$ cat config.mk
export PLATFORM = sky130hd
export DESIGN_NAME = multi_channel_clock_gating
export DESIGN_NICKNAME = d
export VERILOG_FILES = /design/src/rtl/cg_ctrl_pkg.sv /design/src/rtl/clock_gate_cell.sv /design/src/rtl/multi_channel_clock_gating.sv
export SDC_FILE = /design/constraint.sdc
export NUM_CORES = 1
export LEC_CHECK = 0
export ABC_AREA = 1
export CAP_MARGIN = 15
export CORE_MARGIN = 2
export CORE_UTILIZATION = 30
export CTS_CLUSTER_DIAMETER = 200
export DETAILED_ROUTE_END_ITERATION = 12
export PLACE_DENSITY_LB_ADDON = 0.3
export SETUP_SLACK_MARGIN = 0.4
export SLEW_MARGIN = 40
export SYNTH_ARGS = -nofsm -noshare
export SYNTH_HDL_FRONTEND = slang
export SYNTH_SLANG_ARGS = --single-unit
$ cat constraint.sdc
create_clock -name clk_in -period 3.8 [get_ports clk_in]
set_input_delay 0.76 -clock clk_in [delete_from_list [all_inputs] [get_ports clk_in]]
set_output_delay 0.76 -clock clk_in [all_outputs]
set_load 0.05 [all_outputs]
$ cat src/rtl/cg_ctrl_pkg.sv
// Shared definitions for the multi-channel clock-gating controller:
// channel FSM state encoding and the idle-threshold comparison.
package cg_ctrl_pkg;

  typedef enum logic [1:0] {
    OFF  = 2'd0,
    WAKE = 2'd1,
    RUN  = 2'd2,
    IDLE = 2'd3
  } cg_state_e;

  // True when one more idle cycle reaches the threshold; a zero threshold never fires.
  // Counters up to 32 bits are zero-extended by the caller.
  function automatic logic thr_hit(input logic [31:0] cnt, input logic [31:0] thr);
    logic [32:0] nxt;
    nxt = {1'b0, cnt} + 33'd1;
    return (thr != 32'd0) && (nxt >= {1'b0, thr});
  endfunction

endpackage

$ cat src/rtl/clock_gate_cell.sv
// Single glitch-free clock gate: the enable only changes while clk_in is low,
// either through a low-transparent latch or a falling-edge register.
module clock_gate_cell #(
  parameter int LATCH_BASED = 1
) (
  input  logic clk_in,
  input  logic rst_n,
  input  logic gate_en,
  input  logic test_mode,
  output logic clk_out
);

  logic en_q;
  logic tm_q;

  if (LATCH_BASED != 0) begin : g_latch
    always_latch begin
      if (!rst_n) begin
        en_q <= 1'b0;
      end else if (!clk_in) begin
        en_q <= gate_en;
      end
    end

    // test_mode is not reset so scan clocks keep running while rst_n is held low
    always_latch begin
      if (!clk_in) begin
        tm_q <= test_mode;
      end
    end
  end else begin : g_reg
    always_ff @(negedge clk_in or negedge rst_n) begin
      if (!rst_n) begin
        en_q <= 1'b0;
      end else begin
        en_q <= gate_en;
      end
    end

    always_ff @(negedge clk_in) begin
      tm_q <= test_mode;
    end
  end

  assign clk_out = clk_in & (en_q | tm_q);

endmodule

$ cat src/rtl/multi_channel_clock_gating.sv
// Per-channel gated clocks from one root clock: enable synchronisers, polarity
// handling, and an OFF/WAKE/RUN/IDLE FSM with an idle auto-gating counter.
module multi_channel_clock_gating
  import cg_ctrl_pkg::*;
#(
  parameter int NUM_CH            = 4,
  parameter int SYNC_STAGES       = 2,
  parameter int IDLE_CNT_W        = 8,
  parameter int LATCH_BASED       = 1,
  parameter int ENABLE_ACTIVE_LOW = 0
) (
  input  logic                  clk_in,
  input  logic                  rst_n,
  input  logic [NUM_CH-1:0]     ch_enable,
  input  logic [NUM_CH-1:0]     ch_activity,
  input  logic [IDLE_CNT_W-1:0] idle_threshold,
  input  logic                  test_mode,
  output logic [NUM_CH-1:0]     clk_out,
  output logic [NUM_CH-1:0]     ch_ready,
  output logic [NUM_CH-1:0]     ch_gated
);

  // Synchroniser flops reset to the inactive request level of the chosen polarity.
  localparam logic [NUM_CH-1:0] EN_INACTIVE = (ENABLE_ACTIVE_LOW != 0) ? {NUM_CH{1'b1}} : '0;

  logic [NUM_CH-1:0] en_sync;
  logic [NUM_CH-1:0] en_final;

  function automatic logic [IDLE_CNT_W-1:0] sat_inc(input logic [IDLE_CNT_W-1:0] v);
    return (v == {IDLE_CNT_W{1'b1}}) ? v : v + 1'b1;
  endfunction

  if (SYNC_STAGES == 0) begin : g_nosync
    assign en_sync = ch_enable;
  end else begin : g_sync
    logic [NUM_CH-1:0] sync_q [SYNC_STAGES];

    always_ff @(posedge clk_in or negedge rst_n) begin
      if (!rst_n) begin
        for (int s = 0; s < SYNC_STAGES; s++) sync_q[s] <= EN_INACTIVE;
      end else begin
        sync_q[0] <= ch_enable;
        for (int s = 1; s < SYNC_STAGES; s++) sync_q[s] <= sync_q[s-1];
      end
    end

    assign en_sync = sync_q[SYNC_STAGES-1];
  end

  assign en_final = (ENABLE_ACTIVE_LOW != 0) ? ~en_sync : en_sync;

  for (genvar i = 0; i < NUM_CH; i++) begin : g_ch
    cg_state_e             state_q, state_d;
    logic [IDLE_CNT_W-1:0] cnt_q, cnt_d;
    logic                  ready_q;
    logic                  gated_q;

    // Priority: loss of enable, then activity, then idle timeout.
    always_comb begin
      state_d = state_q;
      cnt_d   = cnt_q;
      case (state_q)
        OFF: begin
          if (en_final[i]) state_d = WAKE;
        end
        WAKE: begin
          cnt_d   = '0;
          state_d = en_final[i] ? RUN : OFF;
        end
        RUN: begin
          if (!en_final[i]) begin
            state_d = OFF;
          end else if (ch_activity[i]) begin
            cnt_d = '0;
          end else begin
            cnt_d = sat_inc(cnt_q);
            if (thr_hit(32'(cnt_q), 32'(idle_threshold))) state_d = IDLE;
          end
        end
        IDLE: begin
          if (!en_final[i]) begin
            state_d = OFF;
          end else if (ch_activity[i]) begin
            state_d = WAKE;
          end
        end
        default: state_d = OFF;
      endcase
    end

    always_ff @(posedge clk_in or negedge rst_n) begin
      if (!rst_n) begin
        state_q <= OFF;
        cnt_q   <= '0;
        ready_q <= 1'b0;
        gated_q <= 1'b1;
      end else begin
        state_q <= state_d;
        cnt_q   <= cnt_d;
        ready_q <= (state_d == RUN);
        gated_q <= !((state_d == WAKE) || (state_d == RUN));
      end
    end

    clock_gate_cell #(
      .LATCH_BASED(LATCH_BASED)
    ) u_cg (
      .clk_in   (clk_in),
      .rst_n    (rst_n),
      .gate_en  (!gated_q),
      .test_mode(test_mode),
      .clk_out  (clk_out[i])
    );

    assign ch_ready[i] = ready_q;
    assign ch_gated[i] = gated_q;
  end

endmodule
==> results.json, run 1 <==
{
  "violations": "negative setup slack",
  "top_logic_kind": "simple AND/OR/NAND/NOR gates",
  "taps": 172,
  "placed_cells": 661,
  "setup_viol": 8,
  "vias_per_cell": 4.47,
  "yosysChipArea_sq_um": 3780,
  "hold_class": "primary input to clock gate",
  "drt-met1-wl_um": 3840,
  "largest_reg_flops": 32,
  "nonClkBufAreaFrac_pct": 6.58,
  "gr-total-overflow": 0,
  "run_status": "finished with violations",
  "logic_area_sq_um": 1910,
  "slowest_stage": "dlxtn_2",
  "inverters_excl_clock": 78,
  "rrSetupSlack_ns": 1.18,
  "post_cts_buffers": 0,
  "combPwrFrac_pct": 15.4,
  "setup_slack_ns": -0.254,
  "switching_power_uw": 758,
  "arrival_ns": 3.29,
  "ff_type": "dfrtp_1",
  "top_regs": "g_ch.cnt_q x32, g_ch.state_q x8",
  "largestClassByArea": "combinational gates",
  "placed_area_sq_um": 4210,
  "drc_errors": 0,
  "grt-busiest-layer": "met2",
  "dp_slack_ns": -0.188,
  "grt_first_pass_wirelength_um": 14200,
  "power_leader": "clock",
  "cts_hold_buf": 2,
  "r2r-start": "g_ch[2].cnt_q[0]$_DFFE_PN0P_",
  "path_delay_family": "latches",
  "slew_viol_final": 0,
  "layout.nets": 572,
  "edf_count": 0,
  "grt_pass1_vias": 3181,
  "setup_tns_ns": -0.930,
  "p_sw_share_pct": 32.1,
  "power_uw": 2360,
  "synth-seq-cells": 61,
  "gp_congestion": 0.842,
  "areaGrowthSynthToFinish_pct": 24.7
}
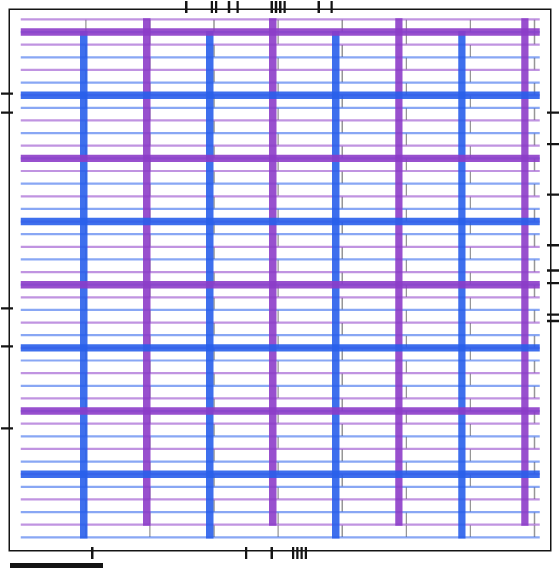
Fig. 1. PDN straps and rails (run 1).
Scale bar: 20 um. Pins as bars on the die edge. Tap cells in gray.
Key: purple = VDD; blue = VSS
42 met1 rails follow the rows. 31 signal pins sit on the boundary. 8 straps on met5. The core has 41 rows.

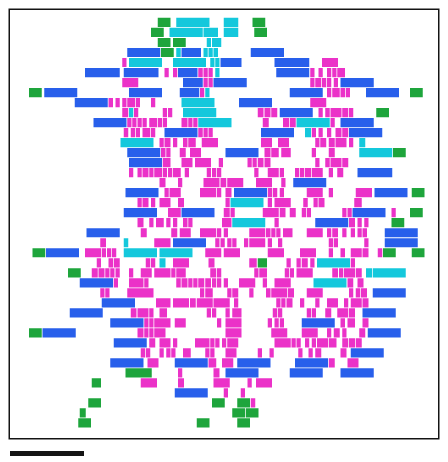
Fig. 2. Cell classes on the final placement (run 1).
Scale bar: 20 um.
Key: blue = flip-flops and latches [cells 61, share of their area 33%]; green = remaining buffers and delay cells [cells 31, share of their area 6.9%]; cyan = clock drivers and dummy loads [cells 36, share of their area 12%]; magenta = remaining logic cells [cells 390, share of their area 48%]
Core Footprint: 12,500 sq um
design area: 4720 sq um
flop share of the area: 31.4%
row count: 41
Util after Layout: 37.8%

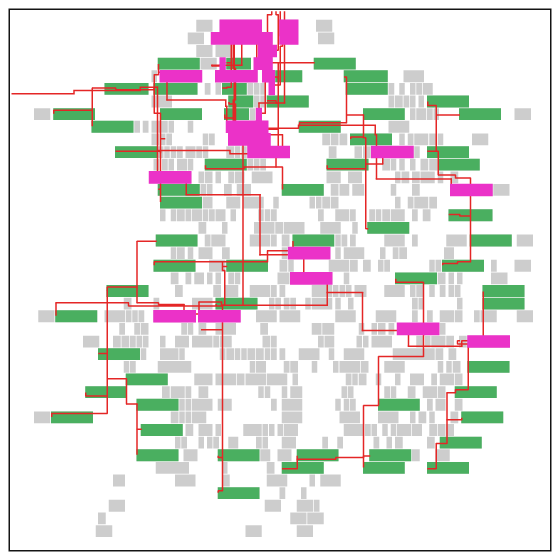
Fig. 3. Clock network drawn from the DEF (run 1).
Key: magenta = clock-net drivers [count 29]; red = clock wires [length 1,240 um]; green = flip-flops and latches [count 61]
Position of the flops: spread over the die. There are 30 routed clock nets.
clock power share: 53.7%
worst clock skew: 0.00921 ns
Insertion Delay late pin: 0.56 ns
Clk. pwr: 1270 uW

## Run 2: what changed since run 1
--- a/config.mk
+++ b/config.mk
@@ -13,6 +13,7 @@
 export DETAILED_ROUTE_END_ITERATION = 12
 export PLACE_DENSITY_LB_ADDON = 0.3
 export SETUP_SLACK_MARGIN = 0.4
+export SKIP_CTS_REPAIR_TIMING = 1
 export SLEW_MARGIN = 40
 export SYNTH_ARGS = -nofsm -noshare
 export SYNTH_HDL_FRONTEND = slang
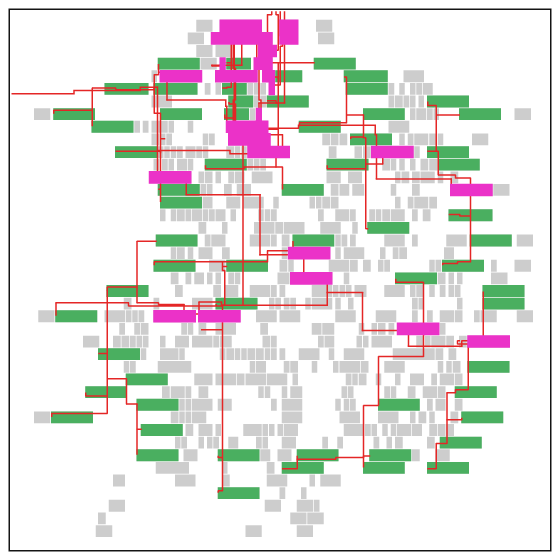
Fig. 4. Clock network drawn from the DEF (run 2).
Key: magenta = clock-net drivers [count 29]; green = flip-flops and latches [count 61]; red = clock wires [length 1,240 um]
There are 30 routed clock nets.

==> run 2 against run 1 <==
  * The run still ends with negative setup slack left
  * Design area did not move
  * Core utilization did not move
  * Wire length barely moved
  * Via count barely moved
  * Sequential share of layout area did not move
  * Critical path type unchanged
==> results.json, run 2 <==
{
  "warnings": 27,
  "final_area_sq_um": 4720,
  "slowest_stage": "dlxtn_2",
  "peakVddDrop_uv": 210,
  "yosysChipArea_sq_um": 3780,
  "grt_first_pass_wirelength_um": 14200,
  "r2r-start": "g_ch[2].cnt_q[0]$_DFFE_PN0P_",
  "ff_type": "dfrtp_1",
  "cp-startpoint": "g_ch[1].u_cg.tm_q$_DLATCH_N_",
  "gr-total-overflow": 0,
  "p_sw_share_pct": 32.1,
  "switching_power_uw": 757,
  "rows": 41,
  "synth-seq-cells": 61,
  "largestClassByArea": "combinational gates",
  "placed_cells": 661,
  "vias_per_cell": 4.47,
  "edf_count": 0,
  "drc_errors": 0,
  "nClkBuffers": 23,
  "arrival_ns": 3.30,
  "run_status": "finished with violations",
  "top_cells_by_area": "dfrtp_1 34%, ha_1 13%, nand2_1 10%, inv_1 7.4%, nand3_1 5.0%",
  "setup_slack_ns": -0.262,
  "holdPathStages": 5,
  "placed_area_sq_um": 4210,
  "core_sq_um": 12500,
  "powerClk_uw": 1270,
  "inverters_excl_clock": 78,
  "dp_slack_ns": -0.188,
  "seq_share_pct": 31.4,
  "layout.nets": 572,
  "finClkSkew_ns": 0.00921,
  "wl_um": 8300,
  "most_common_cell": "nand2_1",
  "logic_area_sq_um": 1910,
  "grt_pass1_vias": 3170,
  "rrSetupSlack_ns": 1.18,
  "gp_congestion": 0.842,
  "hold_class": "primary input to clock gate",
  "xor_share_pct": 5.10,
  "nonClkBufAreaFrac_pct": 6.58,
  "power_frac_clock_pct": 53.8,
  "slew_viol_final": 0,
  "top_cells_by_count": "103 x nand2_1, 75 x inv_1, 52 x dfrtp_1",
  "power_uw": 2360,
  "final_common_cell": "nand2_1",
  "areaGrowthSynthToFinish_pct": 24.7,
  "top_regs": "g_ch.cnt_q x32, g_ch.state_q x8",
  "drt-met1-wl_um": 3850,
  "taps": 172,
  "path_delay_family": "latches",
  "top_logic_kind": "simple AND/OR/NAND/NOR gates",
  "largest_reg_flops": 32,
  "combPwrFrac_pct": 15.4,
  "routedWlPerCell_um": 12.0,
  "non_clock_buffer_count": 31,
  "ys_types": 34,
  "setup_viol": 8,
  "aoi_share_pct": 7.68,
  "utilization_pct": 37.8,
  "setup_tns_ns": -0.954,
  "power_leader": "clock",
  "clkLatencyLatePin_ns": 0.56,
  "violations": "negative setup slack"
}
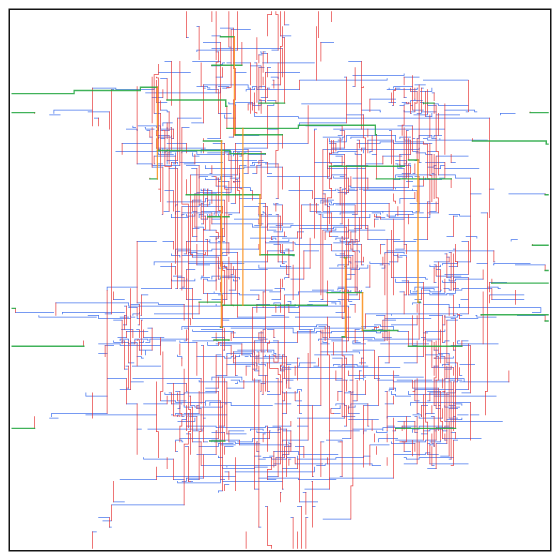
Fig. 5. Wiring by layer (run 2).
Key: green = M3 [wire length 355 um]; orange = M4 [wire length 188 um]; blue = M1 [wire length 3,850 um]; red = M2 [wire length 3,910 um]

## Run 3: what changed since run 2
--- a/config.mk
+++ b/config.mk
@@ -9,7 +9,7 @@
 export CAP_MARGIN = 15
 export CORE_MARGIN = 2
 export CORE_UTILIZATION = 30
-export CTS_CLUSTER_DIAMETER = 200
+export CTS_CLUSTER_DIAMETER = 40
 export DETAILED_ROUTE_END_ITERATION = 12
 export PLACE_DENSITY_LB_ADDON = 0.3
 export SETUP_SLACK_MARGIN = 0.4
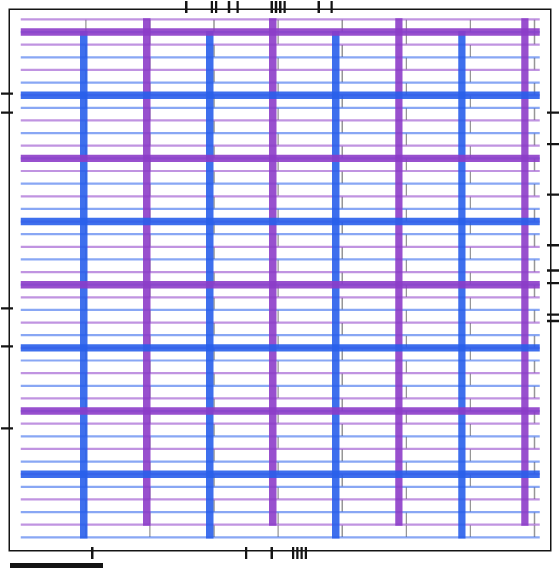
Fig. 6. PDN straps and rails (run 3).
Scale bar: 20 um. Pins as bars on the die edge. Tap cells in gray.
Key: purple = VDD; blue = VSS
8 straps on met4. 31 signal pins sit on the boundary. 8 straps on met5. 42 met1 rails follow the rows.
Die H: 116 um
Max VDD drop: 210 uV

==> run 3 against run 2 <==
  * The run still ends with negative setup slack left
  * Synthesized area unchanged
  * Clock skew unchanged
  * Sequential power about the same
  * Largest cell class unchanged
  * Highest routed layer unchanged
==> results.json, run 3 <==
{
  "rrSetupSlack_ns": 1.18,
  "largest_reg_flops": 32,
  "ys_types": 34,
  "post_synth.cell_area_avg_sq_um": 8.03,
  "core_sq_um": 12500,
  "cp-startpoint": "g_ch[1].u_cg.tm_q$_DLATCH_N_",
  "run_status": "finished with violations",
  "comb_cells": 317,
  "utilization_pct": 37.8,
  "top_logic_kind": "simple AND/OR/NAND/NOR gates",
  "top_cells_by_area": "dfrtp_1 34%, ha_1 13%, nand2_1 10%, inv_1 7.4%, nand3_1 5.0%",
  "finClkSkew_ns": 0.00921,
  "synth-seq-cells": 61,
  "cp_max_fo": 4,
  "gp_congestion": 0.842,
  "aoi_share_pct": 7.68,
  "slowest_stage": "dlxtn_2",
  "most_common_cell": "nand2_1",
  "routed-wl-met3_um": 355,
  "path_delay_family": "latches",
  "logic_area_sq_um": 1910,
  "ant_nets": 0,
  "power_uw": 2360,
  "crit_chain": "nor2_1, nor2_1, buf_6",
  "taps": 172,
  "xor_share_pct": 5.10,
  "slew_viol_final": 0,
  "rows": 41,
  "largestClassByArea": "combinational gates",
  "arrival_ns": 3.30,
  "final_area_sq_um": 4720,
  "inverters_excl_clock": 78,
  "powerClk_uw": 1270,
  "areaGrowthSynthToFinish_pct": 24.7,
  "vias_per_cell": 4.47,
  "p_sw_share_pct": 32.1,
  "dp_slack_ns": -0.188,
  "setup_slack_ns": -0.262,
  "setup_viol": 8,
  "setup_tns_ns": -0.954,
  "ff_type": "dfrtp_1",
  "hold_class": "primary input to clock gate",
  "edf_count": 0,
  "gr-total-overflow": 0,
  "r2r-start": "g_ch[2].cnt_q[0]$_DFFE_PN0P_",
  "placed_cells": 661,
  "nonClkBufAreaFrac_pct": 6.58,
  "power_leader": "clock",
  "placed_area_sq_um": 4210,
  "grt_pass1_vias": 3170,
  "drc_errors": 0,
  "yosysChipArea_sq_um": 3780,
  "p_leak_uw": 0.00257,
  "warnings": 27,
  "non_clock_buffer_count": 31,
  "holdPathStages": 5,
  "violations": "negative setup slack",
  "combPwrFrac_pct": 15.4,
  "final_common_cell": "nand2_1",
  "power_frac_clock_pct": 53.8,
  "drt-met1-wl_um": 3850,
  "top_cells_by_count": "103 x nand2_1, 75 x inv_1, 52 x dfrtp_1",
  "layout.nets": 572,
  "routedWlPerCell_um": 12.0
}
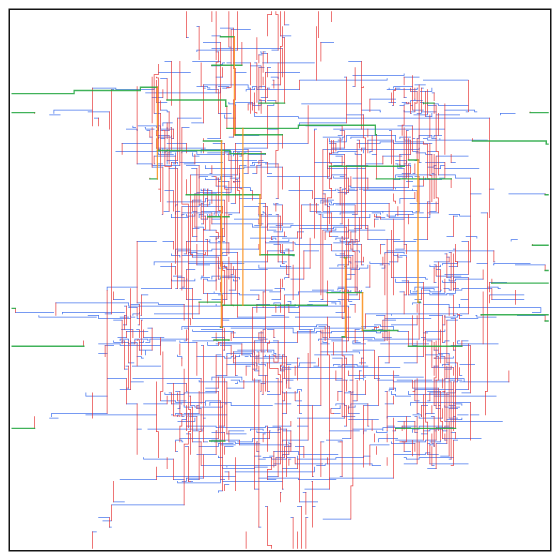
Fig. 7. Wiring by layer (run 3).
Key: red = M2 [wire length 3,910 um]; green = M3 [wire length 355 um]; orange = M4 [wire length 188 um]; blue = M1 [wire length 3,850 um]
total number of vias: 3,081
WL final: 8300 um
GRT Total Usage: 13.8%

Power and IR drop assume default switching activity.
